`src/rtl/multicycle_ctrl_pkg.sv`:
```
// Shared encodings for the multicycle MIPS-subset controller: opcodes, functs, ALU ops,
// FSM states, pc_src and err_code values, plus funct decode helpers.
package multicycle_ctrl_pkg;

   localparam logic [5:0] OP_RTYPE = 6'h00;
   localparam logic [5:0] OP_J     = 6'h02;
   localparam logic [5:0] OP_BEQ   = 6'h04;
   localparam logic [5:0] OP_ADDI  = 6'h08;
   localparam logic [5:0] OP_LW    = 6'h23;
   localparam logic [5:0] OP_SW    = 6'h2B;

   localparam logic [5:0] FN_ADD = 6'h20;
   localparam logic [5:0] FN_SUB = 6'h22;
   localparam logic [5:0] FN_AND = 6'h24;
   localparam logic [5:0] FN_OR  = 6'h25;
   localparam logic [5:0] FN_SLT = 6'h2A;

   localparam logic [3:0] ALU_AND = 4'd0;
   localparam logic [3:0] ALU_OR  = 4'd1;
   localparam logic [3:0] ALU_ADD = 4'd2;
   localparam logic [3:0] ALU_SUB = 4'd6;
   localparam logic [3:0] ALU_SLT = 4'd7;

   localparam logic [1:0] PC_SRC_INC = 2'd0;
   localparam logic [1:0] PC_SRC_BR  = 2'd1;
   localparam logic [1:0] PC_SRC_JMP = 2'd2;

   localparam logic [1:0] ERR_NONE    = 2'd0;
   localparam logic [1:0] ERR_ILLEGAL = 2'd1;
   localparam logic [1:0] ERR_TIMEOUT = 2'd2;

   // Codes 13..15 are unused and decode as HALT.
   typedef enum logic [3:0] {
      FETCH = 4'd0,
      DEC   = 4'd1,
      EXR   = 4'd2,
      WBR   = 4'd3,
      EXI   = 4'd4,
      WBI   = 4'd5,
      ADDR  = 4'd6,
      MEMRD = 4'd7,
      WBMEM = 4'd8,
      MEMWR = 4'd9,
      BR    = 4'd10,
      HALT  = 4'd11,
      JMP   = 4'd12
   } state_t;

   function automatic logic legalFunct(input logic [5:0] fn);
      return (fn == FN_ADD) || (fn == FN_SUB) || (fn == FN_AND) ||
             (fn == FN_OR)  || (fn == FN_SLT);
   endfunction

   function automatic logic [3:0] functToAluOp(input logic [5:0] fn);
      case (fn)
         FN_SUB:  return ALU_SUB;
         FN_AND:  return ALU_AND;
         FN_OR:   return ALU_OR;
         FN_SLT:  return ALU_SLT;
         default: return ALU_ADD;
      endcase
   endfunction

endpackage

```
`src/rtl/multicycle_ctrl_if.sv`:
```
// Controller <-> datapath bundle: IR fields and status into the controller, enables out.
// master is the controller side, slave is the datapath side.
interface multicycle_ctrl_if #(
   parameter int ALU_OP_W = 4,
   parameter int RET_W    = 16
);
   logic [5:0]          opcode;
   logic [5:0]          funct;
   logic                zero;
   logic                mem_ready;
   logic                ir_write;
   logic                pc_write;
   logic [1:0]          pc_src;
   logic                reg_write;
   logic                reg_dst;
   logic                mem_to_reg;
   logic                alu_src;
   logic [ALU_OP_W-1:0] alu_op;
   logic                mem_read;
   logic                mem_write;
   logic                halted;
   logic [1:0]          err_code;
   logic [RET_W-1:0]    retired;

   modport master (
      input  opcode, funct, zero, mem_ready,
      output ir_write, pc_write, pc_src, reg_write, reg_dst, mem_to_reg, alu_src,
             alu_op, mem_read, mem_write, halted, err_code, retired
   );

   modport slave (
      output opcode, funct, zero, mem_ready,
      input  ir_write, pc_write, pc_src, reg_write, reg_dst, mem_to_reg, alu_src,
             alu_op, mem_read, mem_write, halted, err_code, retired
   );
endinterface

```
`src/rtl/mem_wait_timer.sv`:
```
// Counts data-memory wait cycles; expired is high once TMO_MAX waits have accumulated.
// Synchronous clear on rst or clr, holds at TMO_MAX.
module mem_wait_timer #(
   parameter int TMO_W   = 4,
   parameter int TMO_MAX = 15
) (
   input  logic clk,
   input  logic rst,
   input  logic clr,
   input  logic en,
   output logic expired
);
   logic [TMO_W-1:0] count;

   assign expired = (count == TMO_W'(TMO_MAX));

   always_ff @(posedge clk) begin
      if (rst || clr) begin
         count <= '0;
      end else if (en && !expired) begin
         count <= count + TMO_W'(1);
      end
   end
endmodule

```
`src/rtl/multicycle_ctrl.sv`:
```
// Multicycle sequencer: FETCH/DEC/EX/MEM/WB one state per cycle, stalls in MEMRD/MEMWR until
// mem_ready, halts on illegal opcode or when the wait timer expires with mem_ready still low.
module multicycle_ctrl
   import multicycle_ctrl_pkg::*;
#(
   parameter int ALU_OP_W = 4,
   parameter int TMO_W    = 4,
   parameter int TMO_MAX  = 15,
   parameter int RET_W    = 16
) (
   input  logic             clk,
   input  logic             rst,
   multicycle_ctrl_if.master bus
);
   state_t           state, nextState;
   logic [1:0]       errCode, errNext;
   logic [RET_W-1:0] retiredCnt;
   logic             timerExpired;

   logic       irWrite, pcWrite, regWrite, regDst, memToReg, aluSrc;
   logic       memRead, memWrite, isHalted;
   logic [1:0] pcSrc;
   logic [3:0] aluOp;

   // ADDR is the only way into MEMRD/MEMWR, so clearing there starts each access at zero.
   mem_wait_timer #(.TMO_W(TMO_W), .TMO_MAX(TMO_MAX)) u_timer (
      .clk     (clk),
      .rst     (rst),
      .clr     (state == ADDR),
      .en      ((state == MEMRD || state == MEMWR) && !bus.mem_ready),
      .expired (timerExpired)
   );

   always_ff @(posedge clk) begin
      if (rst) begin
         state      <= FETCH;
         errCode    <= ERR_NONE;
         retiredCnt <= '0;
      end else begin
         state   <= nextState;
         errCode <= errNext;
         if (pcWrite) begin
            retiredCnt <= retiredCnt + RET_W'(1);
         end
      end
   end

   always_comb begin
      nextState = state;
      errNext   = errCode;
      case (state)
         FETCH: nextState = DEC;
         DEC: begin
            case (bus.opcode)
               OP_RTYPE: begin
                  if (legalFunct(bus.funct)) begin
                     nextState = EXR;
                  end else begin
                     nextState = HALT;
                     errNext   = ERR_ILLEGAL;
                  end
               end
               OP_LW, OP_SW: nextState = ADDR;
               OP_BEQ:       nextState = BR;
               OP_J:         nextState = JMP;
               OP_ADDI:      nextState = EXI;
               default: begin
                  nextState = HALT;
                  errNext   = ERR_ILLEGAL;
               end
            endcase
         end
         EXR:   nextState = WBR;
         WBR:   nextState = FETCH;
         EXI:   nextState = WBI;
         WBI:   nextState = FETCH;
         ADDR:  nextState = (bus.opcode == OP_LW) ? MEMRD : MEMWR;
         MEMRD, MEMWR: begin
            // mem_ready wins over expiry on the last allowed cycle.
            if (bus.mem_ready) begin
               nextState = (state == MEMRD) ? WBMEM : FETCH;
            end else if (timerExpired) begin
               nextState = HALT;
               errNext   = ERR_TIMEOUT;
            end
         end
         WBMEM: nextState = FETCH;
         BR:    nextState = FETCH;
         JMP:   nextState = FETCH;
         HALT:  nextState = HALT;
         default: begin
            nextState = HALT;
            errNext   = ERR_ILLEGAL;
         end
      endcase
   end

   always_comb begin
      irWrite  = 1'b0;
      pcWrite  = 1'b0;
      pcSrc    = PC_SRC_INC;
      regWrite = 1'b0;
      regDst   = 1'b0;
      memToReg = 1'b0;
      aluSrc   = 1'b0;
      aluOp    = ALU_AND;
      memRead  = 1'b0;
      memWrite = 1'b0;
      isHalted = 1'b0;
      case (state)
         FETCH: irWrite = 1'b1;
         DEC: begin
         end
         EXR: aluOp = functToAluOp(bus.funct);
         WBR: begin
            aluOp    = functToAluOp(bus.funct);
            regWrite = 1'b1;
            regDst   = 1'b1;
            pcWrite  = 1'b1;
         end
         EXI, ADDR: begin
            aluSrc = 1'b1;
            aluOp  = ALU_ADD;
         end
         WBI: begin
            aluSrc   = 1'b1;
            aluOp    = ALU_ADD;
            regWrite = 1'b1;
            pcWrite  = 1'b1;
         end
         MEMRD: begin
            aluSrc  = 1'b1;
            aluOp   = ALU_ADD;
            memRead = 1'b1;
         end
         WBMEM: begin
            regWrite = 1'b1;
            memToReg = 1'b1;
            pcWrite  = 1'b1;
         end
         MEMWR: begin
            aluSrc   = 1'b1;
            aluOp    = ALU_ADD;
            memWrite = 1'b1;
            pcWrite  = bus.mem_ready;
         end
         BR: begin
            aluOp   = ALU_SUB;
            pcWrite = 1'b1;
            pcSrc   = bus.zero ? PC_SRC_BR : PC_SRC_INC;
         end
         JMP: begin
            pcWrite = 1'b1;
            pcSrc   = PC_SRC_JMP;
         end
         default: isHalted = 1'b1;
      endcase
      // Reset silences every enable immediately, including an in-flight memory request.
      if (rst) begin
         irWrite  = 1'b0;
         pcWrite  = 1'b0;
         pcSrc    = PC_SRC_INC;
         regWrite = 1'b0;
         regDst   = 1'b0;
         memToReg = 1'b0;
         aluSrc   = 1'b0;
         aluOp    = ALU_AND;
         memRead  = 1'b0;
         memWrite = 1'b0;
         isHalted = 1'b0;
      end
   end

   assign bus.ir_write   = irWrite;
   assign bus.pc_write   = pcWrite;
   assign bus.pc_src     = pcSrc;
   assign bus.reg_write  = regWrite;
   assign bus.reg_dst    = regDst;
   assign bus.mem_to_reg = memToReg;
   assign bus.alu_src    = aluSrc;
   assign bus.alu_op     = ALU_OP_W'(aluOp);
   assign bus.mem_read   = memRead;
   assign bus.mem_write  = memWrite;
   assign bus.halted     = isHalted;
   assign bus.err_code   = errCode;
   assign bus.retired    = retiredCnt;
endmodule

```
`src/flat_wrapper.sv`:
```
// flat-port wrapper written by rule: the top's interface ports become plain ports
module multicycle_ctrl_flat import multicycle_ctrl_pkg::*;
#(
   parameter int ALU_OP_W = 4,
   parameter int TMO_W    = 4,
   parameter int TMO_MAX  = 15,
   parameter int RET_W    = 16
)
  (clk, rst, bus_opcode, bus_funct, bus_zero, bus_mem_ready, bus_ir_write, bus_pc_write, bus_pc_src, bus_reg_write, bus_reg_dst, bus_mem_to_reg, bus_alu_src, bus_alu_op, bus_mem_read, bus_mem_write, bus_halted, bus_err_code, bus_retired);
  multicycle_ctrl_if #(.ALU_OP_W(ALU_OP_W), .RET_W(RET_W)) bus_i ();
  input  logic clk;
  input  logic rst;
  input wire logic [$bits(bus_i.opcode)-1:0] bus_opcode;
  input wire logic [$bits(bus_i.funct)-1:0] bus_funct;
  input wire logic [$bits(bus_i.zero)-1:0] bus_zero;
  input wire logic [$bits(bus_i.mem_ready)-1:0] bus_mem_ready;
  output wire logic [$bits(bus_i.ir_write)-1:0] bus_ir_write;
  output wire logic [$bits(bus_i.pc_write)-1:0] bus_pc_write;
  output wire logic [$bits(bus_i.pc_src)-1:0] bus_pc_src;
  output wire logic [$bits(bus_i.reg_write)-1:0] bus_reg_write;
  output wire logic [$bits(bus_i.reg_dst)-1:0] bus_reg_dst;
  output wire logic [$bits(bus_i.mem_to_reg)-1:0] bus_mem_to_reg;
  output wire logic [$bits(bus_i.alu_src)-1:0] bus_alu_src;
  output wire logic [$bits(bus_i.alu_op)-1:0] bus_alu_op;
  output wire logic [$bits(bus_i.mem_read)-1:0] bus_mem_read;
  output wire logic [$bits(bus_i.mem_write)-1:0] bus_mem_write;
  output wire logic [$bits(bus_i.halted)-1:0] bus_halted;
  output wire logic [$bits(bus_i.err_code)-1:0] bus_err_code;
  output wire logic [$bits(bus_i.retired)-1:0] bus_retired;
  assign bus_i.opcode = bus_opcode;
  assign bus_i.funct = bus_funct;
  assign bus_i.zero = bus_zero;
  assign bus_i.mem_ready = bus_mem_ready;
  assign bus_ir_write = bus_i.ir_write;
  assign bus_pc_write = bus_i.pc_write;
  assign bus_pc_src = bus_i.pc_src;
  assign bus_reg_write = bus_i.reg_write;
  assign bus_reg_dst = bus_i.reg_dst;
  assign bus_mem_to_reg = bus_i.mem_to_reg;
  assign bus_alu_src = bus_i.alu_src;
  assign bus_alu_op = bus_i.alu_op;
  assign bus_mem_read = bus_i.mem_read;
  assign bus_mem_write = bus_i.mem_write;
  assign bus_halted = bus_i.halted;
  assign bus_err_code = bus_i.err_code;
  assign bus_retired = bus_i.retired;
  multicycle_ctrl #(.ALU_OP_W(ALU_OP_W), .TMO_W(TMO_W), .TMO_MAX(TMO_MAX), .RET_W(RET_W)) u_core (.clk(clk), .rst(rst), .bus(bus_i));
endmodule
```
`config.mk`:
```
export PLATFORM = sky130hd
export DESIGN_NAME = multicycle_ctrl_flat
export DESIGN_NICKNAME = d
export VERILOG_FILES = /design/src/rtl/multicycle_ctrl_pkg.sv /design/src/rtl/multicycle_ctrl_if.sv /design/src/rtl/mem_wait_timer.sv /design/src/rtl/multicycle_ctrl.sv /design/src/flat_wrapper.sv
export SDC_FILE = /design/constraint.sdc
export NUM_CORES = 1
export LEC_CHECK = 0
export CORE_UTILIZATION = 50
export DETAILED_ROUTE_END_ITERATION = 12
export DONT_BUFFER_PORTS = 1
export PLACE_DENSITY_LB_ADDON = 0.1
export SLEW_MARGIN = 30
export SYNTH_ARGS = -nofsm -noshare
export SYNTH_HDL_FRONTEND = slang
export SYNTH_SLANG_ARGS = --single-unit
```
`constraint.sdc`:
```
create_clock -name clk -period 4.2 [get_ports clk]
set_input_delay 0.63 -clock clk [delete_from_list [all_inputs] [get_ports clk]]
set_output_delay 0.63 -clock clk [all_outputs]
set_load 0.01 [all_outputs]
```
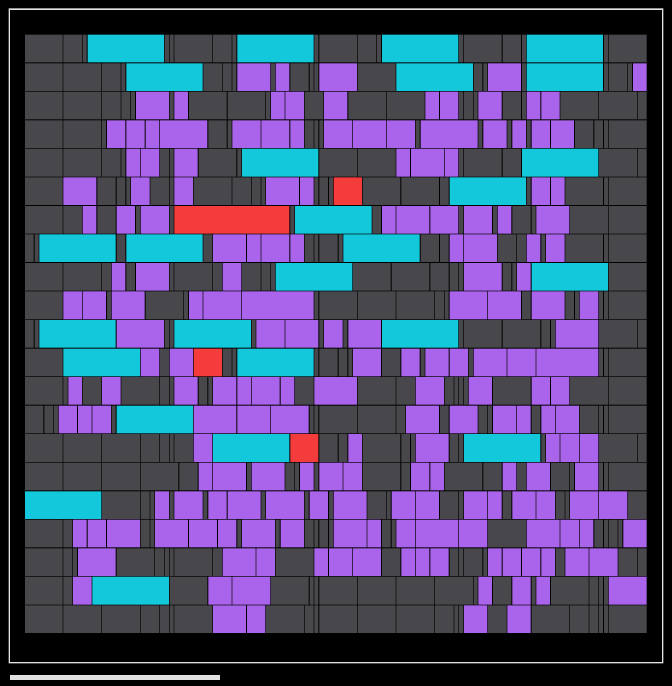
Fig. 1. Placement by cell class (run 1).
Bar = 20 µm. Fill, decap, tap and diode cells in gray.
purple -> remaining logic cells  # cells 189, share of their area 68%
red -> clock drivers and dummy loads  # cells 4, share of their area 2.9%
cyan -> registers  # cells 26, share of their area 29%

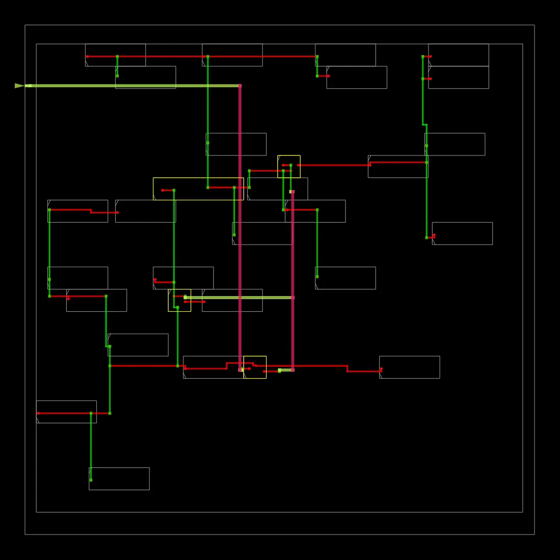
Fig. 2. Clock wiring as the flow saved it (run 1).
number of clock sinks: 26
worst setup skew after layout: 0.001744 ns
layout clock buffer count: 3
Seq cells: 26
Num CTS Buffers: 3

==> results.txt, run 1 <==
Results of the run.

The run finished with clean final reports. The logs give a warning total of 26. The maximum level of the CTS H-tree is 1. According to the tapcell log, the count of inserted taps is roughly 46. The slew of the pin with the lowest slew margin is approximately 0.8 ns. According to the floorplan report, the die width is 62.16 µm. The endpoint identified for the worst register-to-register timing path is u_core.bus.retired[15]. The non-clock buffer count in the final layout is 0.

The number of antenna diodes is 0. The clock-pin slew on the worst setup and hold paths is 0.14 ns. Buffers inserted to repair hold after CTS numbered 0. In the final layout, non-clock buffers account for 0% of the cell area. Routability-driven placement finished with a final weighted congestion of around 0.8.

The floorplan step defined a core boundary enclosing 0.003390 mm². The sink of the worst hold path is u_core.bus.retired[15]. Across the whole layout, storage elements make up 28.24% of the cell area. The total of buffers placed on input and output ports is 0. The count of warnings emitted by yosys is 0. Per the skew report, the later register of the worst-skew pair sees a clock latency of 0.33 ns. Once the clock tree was built, the setup fixing pass inserted 0 buffers. The area occupied by multi-input gates is 0.001182 mm². The highest-utilization routing layer at the global route stage is met2. In this run the deepest clock path goes through 2 buffers.

Counting instances, the worst hold path has a depth of 1. Per the layout report, the design carries 314 filler cells. The script computed the net switching share of total power as 36.72%. The clock network area share is 2.851%.

The post-synthesis net count is 248. Data arrives at the worst endpoint at 2.16 ns. The arithmetic-cell share of the synthesized area counting full adders, half adders and majority gates is 1.383%. The share of post-route cells with drive strength above 1 is 7.306%. The first global-routing pass estimated 7031 µm of wire. The per-cell via count in the routed design is approximately 6.3. Per the synth log, the flip-flop and latch total comes to 26. Measured against its own limit, the worst slew margin works out to 47.53%.

The xor and xnor fraction of the mapped netlist area is 8.645%. The clock root buffer is sky130_fd_sc_hd__clkbuf_4. By area the synthesized netlist is led by sky130_fd_sc_hd__dfxtp_1, sky130_fd_sc_hd__xnor2_1, sky130_fd_sc_hd__a21oi_1, sky130_fd_sc_hd__nor2_1, sky130_fd_sc_hd__nand2_1. In this run the full chip footprint comes out at 0.003863 mm². Global routing used 22.29% of the available tracks. Per STA, the highest per-stage delay on the worst path measures ~0.86 ns. TritonCTS built the clock tree. After synthesis, the largest area contributor takes up 28.77% of total cell area. Entering global routing, the biggest net connects 29 pins. Per the OpenROAD floorplan log, the height of the die is 62.16 µm.

The script parses the final routing iteration and logs DRC violations as 0. Setup repair after global routing left no endpoint under its margin. The number of cells after detailed placement is 261.
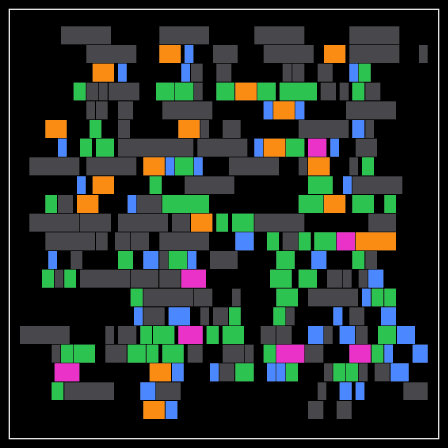
Fig. 3. Logic cells by family (run 1).
orange -> xor and xnor cells  # cells 17, most used xnor2_1
blue -> nor cells  # cells 40, most used nor2_1, where all over the die
green -> aoi and oai cells  # cells 57, most used a21oi_1, where all over the die
magenta -> non-inverting ao/oa cells  # cells 7

run 1: sequential cells by signal, summed over array words and instances (netlist names):
register,flops
u_core.u_timer.count,4
u_core.bus.retired,16
u_core.bus.err_code,2
u_core.state,4
run 1: worst reg2reg max path, cell delays in order (launching register included):
cell and delay [ns]:
sky130_fd_sc_hd__dfxtp_1 0.86, sky130_fd_sc_hd__xor2_2 0.20, sky130_fd_sc_hd__nand3b_2 0.32, sky130_fd_sc_hd__a21o_1 0.31, sky130_fd_sc_hd__o41ai_1 0.37, sky130_fd_sc_hd__a21oi_1 0.10
run 1: power by group through the flow:
stage               registers [µW]  clock network (µW)  logic [µW]
floorplan                      290                   0         239
global placement               344                   0         195
detailed placement             346                   0         199
CTS                            340                 181         200
global route                   353                 192         225
finish                         342                 175         201
==> inputs of run 2 (changes only) <==
==> constraint.sdc (replaced) <==
create_clock -name clk -period 2.4 [get_ports clk]
set_input_delay 0.36 -clock clk [delete_from_list [all_inputs] [get_ports clk]]
set_output_delay 0.36 -clock clk [all_outputs]
set_load 0.01 [all_outputs]
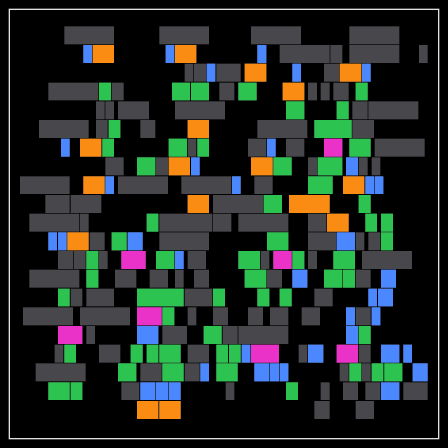
Fig. 4. Logic cells by family (run 2).
green -> aoi and oai cells  # cells 57, most used a21oi_1, where all over the die
orange -> xor and xnor cells  # cells 17, most used xnor2_1
blue -> nor cells  # cells 40, most used nor2_1, where all over the die
magenta -> non-inverting ao/oa cells  # cells 7

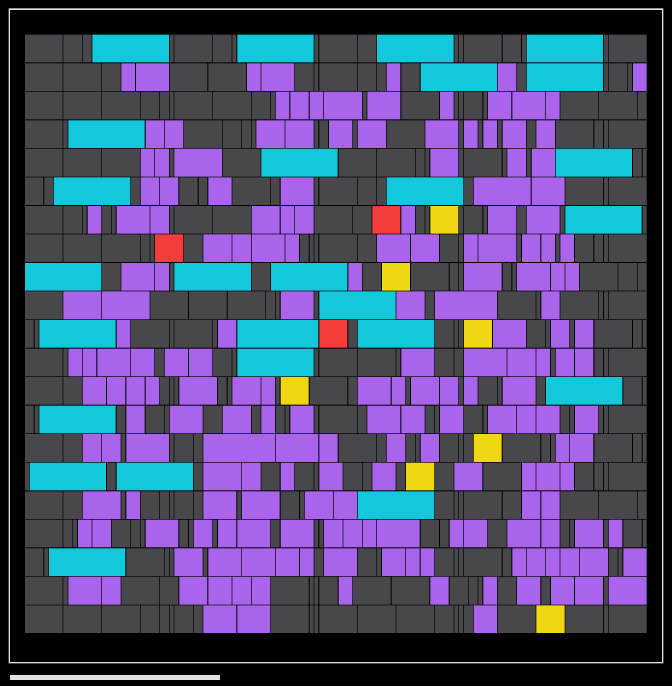
Fig. 5. Placement by cell class (run 2).
Bar = 20 µm. Fill, decap, tap and diode cells in gray.
Core Area: 0.003390 mm²
Row Count: 21
share of the core filled with cells in the final layout: 55.08%
sequential fraction of total cell area: 27.95%

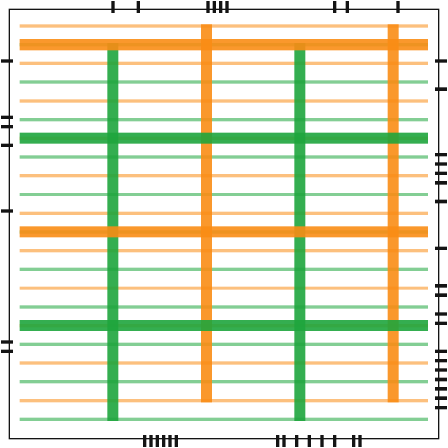
Fig. 6. Supply network (run 2).
Pins as bars on the die edge.
orange -> VDD
green -> VSS
rows = 21
met4 straps = 4

==> run 2 against run 1 <==
Net effect:
- wire length is 2.0% higher
- sequential power is 58% higher
- highest routed layer unchanged
- flip-flop count stayed put
- synthesized area stayed put
- clock power is 4% higher
- core utilization is 0.70 points higher
- combinational power is 120% higher
- sequential share of layout area is 0.29 points lower
- non-clock buffer count is 7 higher
==> results.txt, run 2 <==
Results of the run.

The clock network latency to the later pin of the worst-skew pair was 0.32 ns (about the same). The clock root buffer is sky130_fd_sc_hd__clkbuf_4. The power group with the highest consumption is registers.

The clock-pin slew on the worst setup and hold paths is 0.14 ns (about the same). The post-CTS setup buffer count is 0 (unchanged). The width of the die was 62.16 µm (unchanged). The slew of the pin with the lowest slew margin is 0.5828 ns (-0.2031 ns). The combinational power is 451 µW (+120%).

The maximum level of the CTS H-tree is 1 (unchanged). The report lists the number of cells resized after CTS as 0. The count of hold-fix buffers inserted at cts is 0 (unchanged). The flip-flop count of the largest register, all copies and words added is 16 (unchanged). The highest-utilization routing layer at the global route stage is met2.

The run finished with clean final reports. The number of instances on the worst hold path is 1 (unchanged). The number of antenna diodes came to 0 (unchanged).

The clock network power is 182 µW (+4%). The final weighted congestion in routability-driven placement was 0.8699 (+11%). The peak per-stage delay on the critical path is 0.36 ns (-0.50 ns). The tally of clock buffers in the finished layout was 3 (unchanged).

The layout sequential cell count came to 26 (unchanged). The share of the synthesized area in the top cell type is 28.77% (unchanged). The worst-case clock skew is 0.009352 ns (+0.007608 ns). The maximum number of pins on one net before global-route repair is 29 (unchanged). The area occupied by multi-input gates was 0.001182 mm² (unchanged). The number of cells after detailed placement is 268 (+2.7%).

The fill cell instance count of the final layout is 312 (-0.64%). The per-cell via count in the routed design is 6.203 (-1.4%). The clock tree from TritonCTS is done. The met2 routing resource usage after global routing is 37.91%. The share of post-route cells with drive strength above 1 is 10.22% (+2.9 points). The aggregate global-route resource usage came to 22.74% (+0.45 points). The post-synthesis net count is 248 (unchanged). Per STA, the worst path is made up of buf_4 > nor3b_1 > o21ai_2 > buf_4 > a21oi_1. The number of OpenROAD warnings is 26 (unchanged).

The non-clock buffer share of cell area is 2.815% (+2.8 points). The number of well-tap cells placed is 46 (unchanged). The power consumed by sequential cells is 539 µW (+58%).

The chip height is 62.16 µm (unchanged). The maximum root-to-sink buffer count is 2 (unchanged). The number of design rule violations left after detail routing is 0 (unchanged).

The endpoint identified for the worst register-to-register timing path is u_core.u_timer.count[3]. The number of clock buffers inserted by TritonCTS is 3 (unchanged). The total of buffers placed on input and output ports is 0 (unchanged).

The non-clock buffer count in the final layout came to 7 (+7). The wire length of the first global-routing pass is 7293 µm (+3.7%).
-- run 2: netlist changes by cell type in the layout (fill, tap and decap cells not counted) --
cell                        before  now
sky130_fd_sc_hd__dfxtp_1        26   25
sky130_fd_sc_hd__dfxtp_2         0    1
sky130_fd_sc_hd__bufinv_16       1    0
sky130_fd_sc_hd__buf_4           0    7
-- run 2: kinds of logic (layout without fill, tap and decap cells) --
logic type	after synthesis	in the layout	share of synthesized area, %
AND-OR/OR-AND	64	64	24.97
XOR/XNOR	17	17	8.645
adder cells (fa/ha/maj)	2	2	1.383
buffers and inverters	23	18	5.878
flip-flops	26	26	28.77
multiplexers	2	2	1.107
other	1	1	0.2073
AND/OR/NAND/NOR	95	95	29.05
==> inputs of run 3 (changes only) <==
--- a/config.mk
+++ b/config.mk
@@ -6,10 +6,12 @@
 export NUM_CORES = 1
 export LEC_CHECK = 0
 export CORE_UTILIZATION = 50
+export CTS_CLUSTER_DIAMETER = 60
 export DETAILED_ROUTE_END_ITERATION = 12
 export DONT_BUFFER_PORTS = 1
 export PLACE_DENSITY_LB_ADDON = 0.1
 export SLEW_MARGIN = 30
 export SYNTH_ARGS = -nofsm -noshare
 export SYNTH_HDL_FRONTEND = slang
+export SYNTH_HIERARCHICAL = 1
 export SYNTH_SLANG_ARGS = --single-unit
==> constraint.sdc (replaced) <==
create_clock -name clk -period 2 [get_ports clk]
set_input_delay 0.3 -clock clk [delete_from_list [all_inputs] [get_ports clk]]
set_output_delay 0.3 -clock clk [all_outputs]
set_load 0.01 [all_outputs]
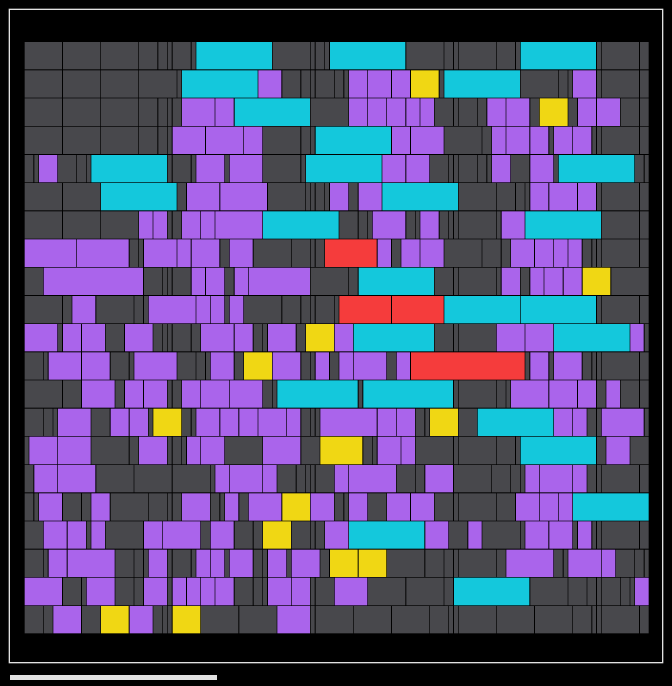
Fig. 7. Placement by cell class (run 3).
Bar = 20 µm. Fill, decap, tap and diode cells in gray.
yellow -> remaining buffers and delay cells  # cells 14, share of their area 5.6%
cyan -> registers  # cells 26, share of their area 27%
purple -> remaining logic cells  # cells 190, share of their area 63%
red -> clock drivers and dummy loads  # cells 4, share of their area 3.7%

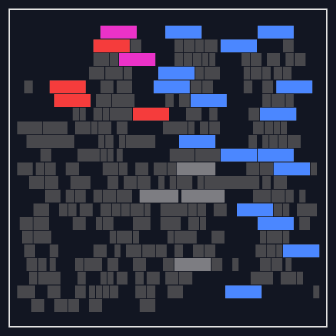
Fig. 8. Where the registers sit (run 3).
Other sequential cells in the stronger gray, the rest of the logic in the fainter gray.
blue -> `u_core/bus.retired`  # flops 16
red -> `u_core/u_timer/count`  # flops 4, where top left
magenta -> `u_core/bus.err_code`  # flops 2
not colored = 4

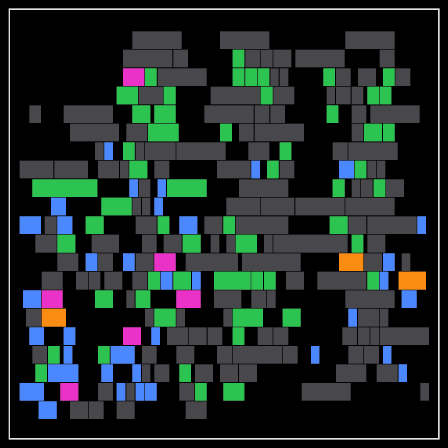
Fig. 9. Logic cells by family (run 3).
blue -> nor cells  # cells 36, most used nor2_1
orange -> mux cells  # cells 3, most used mux2i_1
magenta -> non-inverting ao/oa cells  # cells 6
green -> aoi and oai cells  # cells 55, most used a21oi_1, where all over the die

==> run 3 against run 2 <==
Net effect:
- critical endpoint is now bus_reg_write
- flip-flop count stayed put
- synthesized area is 2.5% higher
- sequential share of layout area down 1.4 points
- sequential power rose by 9.3%
- final cell count is 3.3% higher
- setup slack got worse by 0.19 ns
- count of clock-buffer cells in the layout stayed put
- non-clock buffer count up 7
- combinational power decreased by 18%
- largest power group unchanged
- global-route usage down 2.1 points
- wire length is essentially flat
- synthesized cell count unchanged
==> results.txt, run 3 <==
Results of the run.

The prevailing logic family in the synthesized netlist is simple AND/OR/NAND/NOR gates. The share of synthesized cell area in and-or and or-and compound cells is 23.35% (-1.6 points). The worst-path maximum fanout is 7.

The post-CTS setup buffer count was 0 (unchanged). The clock root buffer is sky130_fd_sc_hd__clkbuf_8. The hold slack is 0.09373 ns. The number of antenna diodes is 0 (unchanged). The simple-gate share of the synthesized area is 33.33% (+4.3 points). The maximum number of pins on one net before global-route repair was 37 (+28%). The aggregate global-route resource usage is 20.61% (-2.1 points). In the synthesized netlist the async set-or-reset flop fraction comes to 0%. The count of hold-fix buffers inserted at cts is 0 (unchanged).

The routed metal-1 wirelength is about 1800 µm. The post-cts sizing count is 3 (+3). The maximum root-to-sink buffer count was 2 (unchanged). The fill cell instance count of the final layout is 327 (+4.8%). The worst-case clock skew is 0.006193 ns (-0.003160 ns). The clock network latency to the later pin of the worst-skew pair came to 0.26 ns (-0.06 ns). The clock network power came to 430 µW (+140%). met2 is the most crowded layer. The number of OpenROAD warnings is 27 (+3.8%). The maximum level of the CTS H-tree is 1 (unchanged). The flip-flop count of the largest register, all copies and words added came to 16 (unchanged).

The number of different library cells in the post-synthesis netlist is 61. Traced cell by cell, the critical path runs through buf_4 > or2b_2 > or3_1 > a21oi_2. The xor and xnor fraction of the mapped netlist area is 2.834% (-5.8 points). The chip height came to 62.90 µm (+1.2%). The share of the synthesized area in the top cell type is 28.07% (-0.70 points).

The warning tally printed by Yosys for this design is 6. The dominant power group in this design is registers. TritonCTS built the clock tree. The share of post-route cells with drive strength above 1 came to 18.80% (+8.6 points). The number of design rule violations left after detail routing is 0 (unchanged). The width of the die was 62.90 µm (+1.2%). The power consumed by sequential cells is 589 µW (+9.3%).

The post-synthesis net count is 248 (unchanged). The pre-CTS setup slack is 0.1550 ns. The final design utilization is 57.72% (+2.6 points).

The top cell types in the final layout, fill and taps aside, are sky130_fd_sc_hd__dfxtp_1, sky130_fd_sc_hd__a21oi_1, sky130_fd_sc_hd__nor2_1. The area inside the core boundary is 0.003442 mm² (+1.6%). The per-cell via count in the routed design is 6.196 (-0.11%).

The total of buffers placed on input and output ports came to 0 (unchanged). The flow ran to the end, and the final reports show no timing, DRC or antenna violations. The met2 routing resource usage after global routing is 36.16% (-1.8 points). The clock-pin slew on the worst setup and hold paths was 0.09 ns (-0.05 ns). The area enclosed by the die boundary is 0.003956 mm². The number of core rows is 21 (unchanged). The combinational power came to 372 µW (-18%). The number of clock buffers inserted by TritonCTS came to 3 (unchanged).
run 3: final timing paths:
check / start / end / slack, ns / cells after the start
hold / removal: rst / u_core/state[3] / 0.09 / 1
hold reg to reg: u_core/state[2] / u_core/state[3] / 0.50 / 1
setup reg to reg: u_core/bus.retired[4] / u_core/bus.retired[13] / 0.15 / 5
setup / recovery: u_core/state[1] / bus_reg_write / 0.05 / 4
run 3: final cells by class:
class | instances | area, µm² | share of cell area (%)
inverters | 11 | 41.29 | 2.078
multi-input cells | 179 | 1181 | 59.45
flip-flops and latches | 26 | 526.8 | 26.51
well taps | 46 | 57.56 | 2.897
clock buffers | 3 | 41.29 | 2.078
repair buffers | 14 | 108.9 | 5.479
clock inverters | 1 | 30.03 | 1.511
Power and IR drop assume default switching activity.
